==> src/rtl/mem_arb_pkg.sv <==
// mem_arb_pkg
//   Shared definitions for the main-RAM port arbiter: FSM state encoding,
//   requester identifiers and default bus widths.
//   Optional build macro used by the importing modules: MEM_ARB_RR_EN.
package mem_arb_pkg;

   typedef enum logic [1:0] {
      IDLE   = 2'd0,
      ACCESS = 2'd1,
      DONE   = 2'd2
   } arb_state_e;

   localparam logic PORT_F = 1'b0;
   localparam logic PORT_D = 1'b1;

   localparam int ADDR_W_DEF = 9;
   localparam int DATA_W_DEF = 32;

   // wide enough for a latency of up to 4 cycles
   localparam int LAT_CNT_W = 3;

endpackage

==> src/rtl/mem_arb_pick.sv <==
// mem_arb_pick
//   Combinational grant selection between the fetch (F) and load/store (D)
//   requesters.
//   Build macro MEM_ARB_RR_EN:
//     defined   - round-robin: on contention the port opposite to last_grant
//                 wins; a lone requester always wins.
//     undefined - fixed priority, D over F; last_grant is not used.
// Ports:
//   f_req, d_req  in   pending requests
//   last_grant    in   port granted most recently
//   grant_valid   out  at least one request pending
//   grant_id      out  winning port (PORT_F / PORT_D)
module mem_arb_pick
   import mem_arb_pkg::*;
(
   input  logic f_req,
   input  logic d_req,
   input  logic last_grant,
   output logic grant_valid,
   output logic grant_id
);

   assign grant_valid = f_req | d_req;

`ifdef MEM_ARB_RR_EN
   always_comb begin
      if (f_req && d_req) begin
         grant_id = (last_grant == PORT_D) ? PORT_F : PORT_D;
      end else begin
         grant_id = d_req ? PORT_D : PORT_F;
      end
   end
`else
   logic unused_last_grant;
   assign unused_last_grant = last_grant;
   assign grant_id          = d_req ? PORT_D : PORT_F;
`endif

endmodule

==> src/rtl/mem_port_arbiter.sv <==
// mem_port_arbiter
//   Shares the single-ported main RAM between instruction fetch (F, read
//   only) and load/store (D, read/write). One access at a time; each
//   accepted request gets a gnt pulse when accepted and a done pulse when
//   complete. Reads hold mem_read for MEM_LATENCY cycles and capture
//   mem_rdata on the last one; writes strobe mem_write for one cycle.
//   Build macro MEM_ARB_RR_EN selects round-robin arbitration (default:
//   fixed D-over-F priority).
// Ports:
//   clock, reset            rising-edge clock, async active-high reset
//   f_req/f_addr            fetch request, held until f_done
//   f_gnt/f_done            fetch accepted / fetch data valid on rdata
//   d_req/d_we/d_addr/d_wdata  data request, held until d_done
//   d_gnt/d_done            data accepted / data access complete
//   rdata                   last read result, shared by both ports
//   mem_addr/mem_wdata/mem_read/mem_write/mem_rdata  RAM interface
//   busy                    transaction in progress
//
// state  | meaning
// IDLE   | arbitrate; grant latches the request and starts the access
// ACCESS | drive the RAM: one write cycle or MEM_LATENCY read cycles
// DONE   | pulse the owner's done, then back to IDLE
module mem_port_arbiter
   import mem_arb_pkg::*;
#(
   parameter int ADDR_W      = ADDR_W_DEF,
   parameter int DATA_W      = DATA_W_DEF,
   parameter int MEM_LATENCY = 1
) (
   input  logic              clock,
   input  logic              reset,
   input  logic              f_req,
   input  logic [ADDR_W-1:0] f_addr,
   output logic              f_gnt,
   output logic              f_done,
   input  logic              d_req,
   input  logic              d_we,
   input  logic [ADDR_W-1:0] d_addr,
   input  logic [DATA_W-1:0] d_wdata,
   output logic              d_gnt,
   output logic              d_done,
   output logic [DATA_W-1:0] rdata,
   output logic [ADDR_W-1:0] mem_addr,
   output logic [DATA_W-1:0] mem_wdata,
   output logic              mem_read,
   output logic              mem_write,
   input  logic [DATA_W-1:0] mem_rdata,
   output logic              busy
);

   arb_state_e           state_q, state_d;
   logic                 owner_q;
   logic [ADDR_W-1:0]    addr_q;
   logic                 we_q;
   logic [DATA_W-1:0]    wdata_q;
   logic [LAT_CNT_W-1:0] lat_cnt_q;
   logic [DATA_W-1:0]    rdata_q;

   logic last_grant;
   logic grant_valid;
   logic grant_id;
   logic take;
   logic last_rd;

`ifdef MEM_ARB_RR_EN
   logic last_grant_q;

   always_ff @(posedge clock or posedge reset) begin
      if (reset) begin
         last_grant_q <= PORT_F;
      end else if (take) begin
         last_grant_q <= grant_id;
      end
   end

   assign last_grant = last_grant_q;
`else
   assign last_grant = PORT_F;
`endif

   mem_arb_pick u_pick (
      .f_req       (f_req),
      .d_req       (d_req),
      .last_grant  (last_grant),
      .grant_valid (grant_valid),
      .grant_id    (grant_id)
   );

   assign take    = (state_q == IDLE) && grant_valid;
   assign last_rd = (state_q == ACCESS) && !we_q && (lat_cnt_q == LAT_CNT_W'(1));

   always_ff @(posedge clock or posedge reset) begin
      if (reset) begin
         state_q <= IDLE;
      end else begin
         state_q <= state_d;
      end
   end

   always_comb begin
      state_d = state_q;
      case (state_q)
         IDLE:    if (grant_valid) state_d = ACCESS;
         ACCESS:  if (we_q || last_rd) state_d = DONE;
         DONE:    state_d = IDLE;
         default: state_d = IDLE;
      endcase
   end

   // Request inputs are sampled only at grant; later changes are ignored.
   always_ff @(posedge clock or posedge reset) begin
      if (reset) begin
         owner_q   <= PORT_F;
         addr_q    <= '0;
         we_q      <= 1'b0;
         wdata_q   <= '0;
         lat_cnt_q <= '0;
         rdata_q   <= '0;
      end else begin
         if (take) begin
            owner_q   <= grant_id;
            addr_q    <= (grant_id == PORT_D) ? d_addr : f_addr;
            we_q      <= (grant_id == PORT_D) && d_we;
            wdata_q   <= d_wdata;
            lat_cnt_q <= LAT_CNT_W'(MEM_LATENCY);
         end else if ((state_q == ACCESS) && !we_q) begin
            lat_cnt_q <= lat_cnt_q - LAT_CNT_W'(1);
         end
         if (last_rd) begin
            rdata_q <= mem_rdata;
         end
      end
   end

   // gnt is gated with reset so a request held during reset is not
   // acknowledged before the arbiter is actually running.
   always_comb begin
      f_gnt     = 1'b0;
      d_gnt     = 1'b0;
      f_done    = 1'b0;
      d_done    = 1'b0;
      mem_addr  = '0;
      mem_wdata = '0;
      mem_read  = 1'b0;
      mem_write = 1'b0;
      case (state_q)
         IDLE: begin
            if (grant_valid && !reset) begin
               f_gnt = (grant_id == PORT_F);
               d_gnt = (grant_id == PORT_D);
            end
         end
         ACCESS: begin
            mem_addr  = addr_q;
            mem_read  = !we_q;
            mem_write = we_q;
            // write data only appears on the bus for an actual write
            mem_wdata = we_q ? wdata_q : '0;
         end
         DONE: begin
            f_done = (owner_q == PORT_F);
            d_done = (owner_q == PORT_D);
         end
         default: ;
      endcase
   end

   assign busy  = (state_q != IDLE);
   assign rdata = rdata_q;

endmodule

==> config.mk <==
export PLATFORM = sky130hd
export DESIGN_NAME = mem_port_arbiter
export DESIGN_NICKNAME = d
export VERILOG_FILES = /design/src/rtl/mem_arb_pkg.sv /design/src/rtl/mem_arb_pick.sv /design/src/rtl/mem_port_arbiter.sv
export SDC_FILE = /design/constraint.sdc
export NUM_CORES = 1
export LEC_CHECK = 0
export ABC_AREA = 1
export CAP_MARGIN = 5
export CORE_UTILIZATION = 45
export DETAILED_ROUTE_END_ITERATION = 8
export PLACE_DENSITY = 0.9
export SLEW_MARGIN = 20
export SYNTH_ARGS = -nofsm -noshare
export SYNTH_HDL_FRONTEND = slang
export SYNTH_SLANG_ARGS = --single-unit
==> constraint.sdc <==
create_clock -name clock -period 4.06 [get_ports clock]
set_clock_uncertainty 0.1 [all_clocks]
set_input_delay 0.609 -clock clock [delete_from_list [all_inputs] [get_ports clock]]
set_output_delay 0.609 -clock clock [all_outputs]
set_load 0.02 [all_outputs]
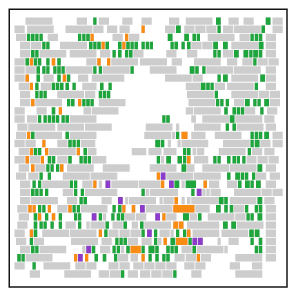
**Above:** selected gate families.
(3 px per µm)
legend:
  NOR gates:
    colour: orange
    cells: 53
    most_used: nor2_1
  inverting AOI/OAI gates:
    colour: purple
    cells: 13
    most_used: o21ai_0
    where: bottom middle
  NAND gates:
    colour: green
    cells: 278
    most_used: nand2_1
    where: all over the die

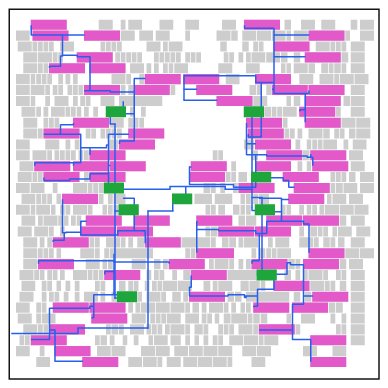
**Above:** routed clock nets over the placement.
(4 px per µm)
legend:
  cells driving clock nets:
    colour: green
    count: 9
  clock wires:
    colour: blue
    length: 901 µm
  flip-flops:
    colour: magenta
    count: 80
routed clock nets: 10
flops lie: all over the die

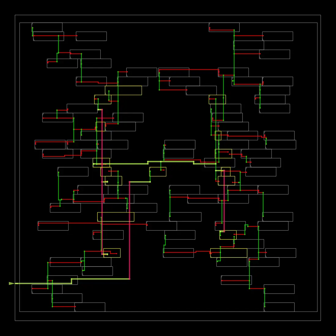
**Above:** clock nets.
number of clock buffers inserted by TritonCTS: 9
reported clock group power: 0.700 mW
insertion delay of the later-clocked pin in the worst-skew pair: 330 ps
Seq Cell Count: 80
clock net sink count: 80

==> notes.org <==
* Flow results

** Timing
- Per the finish-stage timing summary, setup violations number 0.
- The final timing report derives a shortest allowable period of 3200 ps.
- Number of failing hold endpoints at the final stage :: 0
- Headroom to the max-slew limit :: 0.507
- Fmax :: 312 MHz
- Setup repair after global routing left no endpoint under its margin.
- Counting pins that exceed their max-slew limit in the final report gives 0.
- Slew @ Worst Pin :: 739 ps

** Run status
- Outcome :: finished, final reports clean

** Die
- At the floorplan stage, the core utilization is reported as 0.468.
- Vertical extent of the die :: 92.1 µm
- DIE WIDTH :: 92.1 µm
- According to the I/O placement log, the pin count is 167.
- Floorplan row count :: 32

** Setup path
- Cell with the largest stage delay on the worst path :: clkdlybuf4s50_1
- The largest single stage delay on the critical path is 780 ps.
- Data arrival time of the critical path :: 2490 ps
- Flop-to-flop setup slack :: 2190 ps
- STA classifies the critical path startpoint as an input port.
- Per the timing report, the most critical flop-to-flop path originates at we_q$_DFFE_PP0P_.
- Most frequent cell on the critical path :: clkdlybuf4s50_1
- In this run the worst path has a maximum fanout of 14.
- The worst setup path is of the input port to output pin kind.
- Sort of element at the end of the critical path :: output pin
- Worst flop-to-flop path endpoint :: rdata[13]$_DFFE_PP0P_

** Synth
- Of the synthesized area, sequential elements account for 0.548.
- Net Count, Synth :: 565
- Yosys cell count :: 476
- Post-synthesis, Yosys gives the total cell area as 3650 µm².
- Warnings reported by Yosys during synthesis add up to 0.
- Number of instances in the synthesized netlist :: 476
- A synthesized cell averages 7.67 µm².

** Route
- Nets still carrying antenna violations after routing amount to 0.
- Highest routed layer :: met4
- Met3 wirelength from detailed routing :: 770 µm
- Met2 wire len :: 4.65 mm
- The detailed router finished its first iteration with 136 violations.
- Number of iterations in the first detailed-routing pass :: 5
- Detail-routed via count per cell :: 4.86
- DRC :: 0

** Final layout
- Ranking logic cells in the layout by count gives the top entries 237 x nand2_1, 166 x clkdlybuf4s50_1, 79 x dfrtp_1, 47 x nor2_1, 38 x nand3_1.
- 0 antenna diodes ended up in the layout.
- NumNets Final :: 721
- The most common logic cell in the final layout is nand2_1.
- Per the final layout report, the fraction of cells sized above drive strength 1 comes to 0.0518.

** Power
- For this design the ratio of total power to cell area is 759 nW/µm².
- The worst-case IR drop observed on VDD is 315 µV.
- In this run the static leakage power is 2.69 nW.

** Worst hold path
- The number of cells on the worst hold path is listed as 2.
- The type recorded for the worst min-delay path is register to register.

** Place
- Cell area after placement :: 5330 µm²
- Pre-CTS WS :: 870 ps
- Count of buffers inserted at the top-level ports :: 166
- Final GP Congestion :: 0.843
- The HPWL after detailed placement is 6.87 mm.

** Clocking
- Total of cells resized after clock tree synthesis :: 0
- The H-tree was split into 3 levels.
- Largest buffer count on any clock path :: 2
- The tree is rooted in a clkbuf_8.
- Looking at the post-CTS report, the setup buffer insertion count equals 0.

** Global routing
- Overall routing resource usage recorded by global route was 0.241.
- Largest net degree at the start of global routing :: 62
- Vias in the first global route :: 3,485
- First-pass GRT wire length :: 16.3 mm
- For this run the aggregate overflow at the end of global routing stands at 0.
- The number of antenna violations at the first check in global routing came to 0.

** Run
- Count of max-cap constraint violations :: 0
- Number of warnings in the stage logs :: 27
## layout make-up
type,instances,area (µm²)
Fill cell,601,2200
Sequential cell,80,2000
Timing Repair Buffer,171,1710
Multi-Input combinational cell,346,1430
Tap cell,102,128
Clock buffer,9,124
Clock inverter,7,119
Inverter,24,92.6
## sequential cells by signal (all words and copies together), names as in the netlist
register,cells
rdata,32
we_q,1
addr_q,9
owner_q,1
wdata_q,32
state_q,2
lat_cnt_q,3
## critical path: cells and delay by family
family	cells	cell delay (ps)
AND/OR/NAND/NOR	3	300
buffers and inverters	3	1590
## cells in the mapped netlist
cell        n  area [µm²]
buf_2      12        60.1
buf_4       1        7.51
buf_6       3        33.8
clkbuf_1   10        37.5
dfrtp_1    80        2000
ha_1        2        25.0
inv_1      21        78.8
inv_2       3        11.3
nand2_1   237         890
nand2_2     2        12.5
nand3_1    39         195
nor2_1     47         176
nor2_2      1        6.26
nor2_4      1        11.3
nor2_8      1        20.0
nor3_1      2        10.0
nor3_2      1        10.0
o21ai_0    13        65.1
## routing by layer
metal  vias to the layer above  global-route usage
met5                         -                   0
met4                         0              0.0859
li1                       1757                   -
met3                        14              0.0572
met1                      1674               0.306
met2                       149               0.403
## worst max-delay path by stage
| stage | depth (start not counted) | slack (ps) | to | startpoint |
|---|---|---|---|---|
| after floorplan | 1 | 1300 | addr_q[0]$_DFFE_PP0P_ | reset |
| after global placement | 6 | 950 | f_gnt | d_req |
| after detailed placement | 6 | 870 | f_gnt | d_req |
| after CTS | 2 | 830 | mem_read | we_q$_DFFE_PP0P_ |
| after global routing | 6 | 740 | f_gnt | d_req |
| final | 6 | 860 | f_gnt | d_req |
## through the flow
stage           util  total power [mW]  cells  hold slack, ps
3_5_place_dp   0.683              3.55    722             357
4_1_cts        0.714              4.26    738             377
3_3_place_gp   0.683              3.46    722             354
5_1_grt        0.718              4.57    739             396
6_report       0.718              4.25    739             375
2_1_floorplan      -              2.71    476             349
## power by group
part | internal (mW) | total [mW] | switching, mW | leakage [nW]
Sequential | 1.19 | 1.46 | 0.267 | 0.986
Combinational | 0.840 | 2.10 | 1.26 | 1.58
Clock | 0.409 | 0.700 | 0.290 | 0.116
## cell families after synthesis
kind of cell,after synthesis,synth area share
AOI/OAI and AO/OA,13,0.0178
adders and majority gates,2,0.00685
buffers and inverters,50,0.0627
DFF,80,0.548
and+or+nand+nor,331,0.365
No activity file was given, so power comes from the tool's default toggle rates.
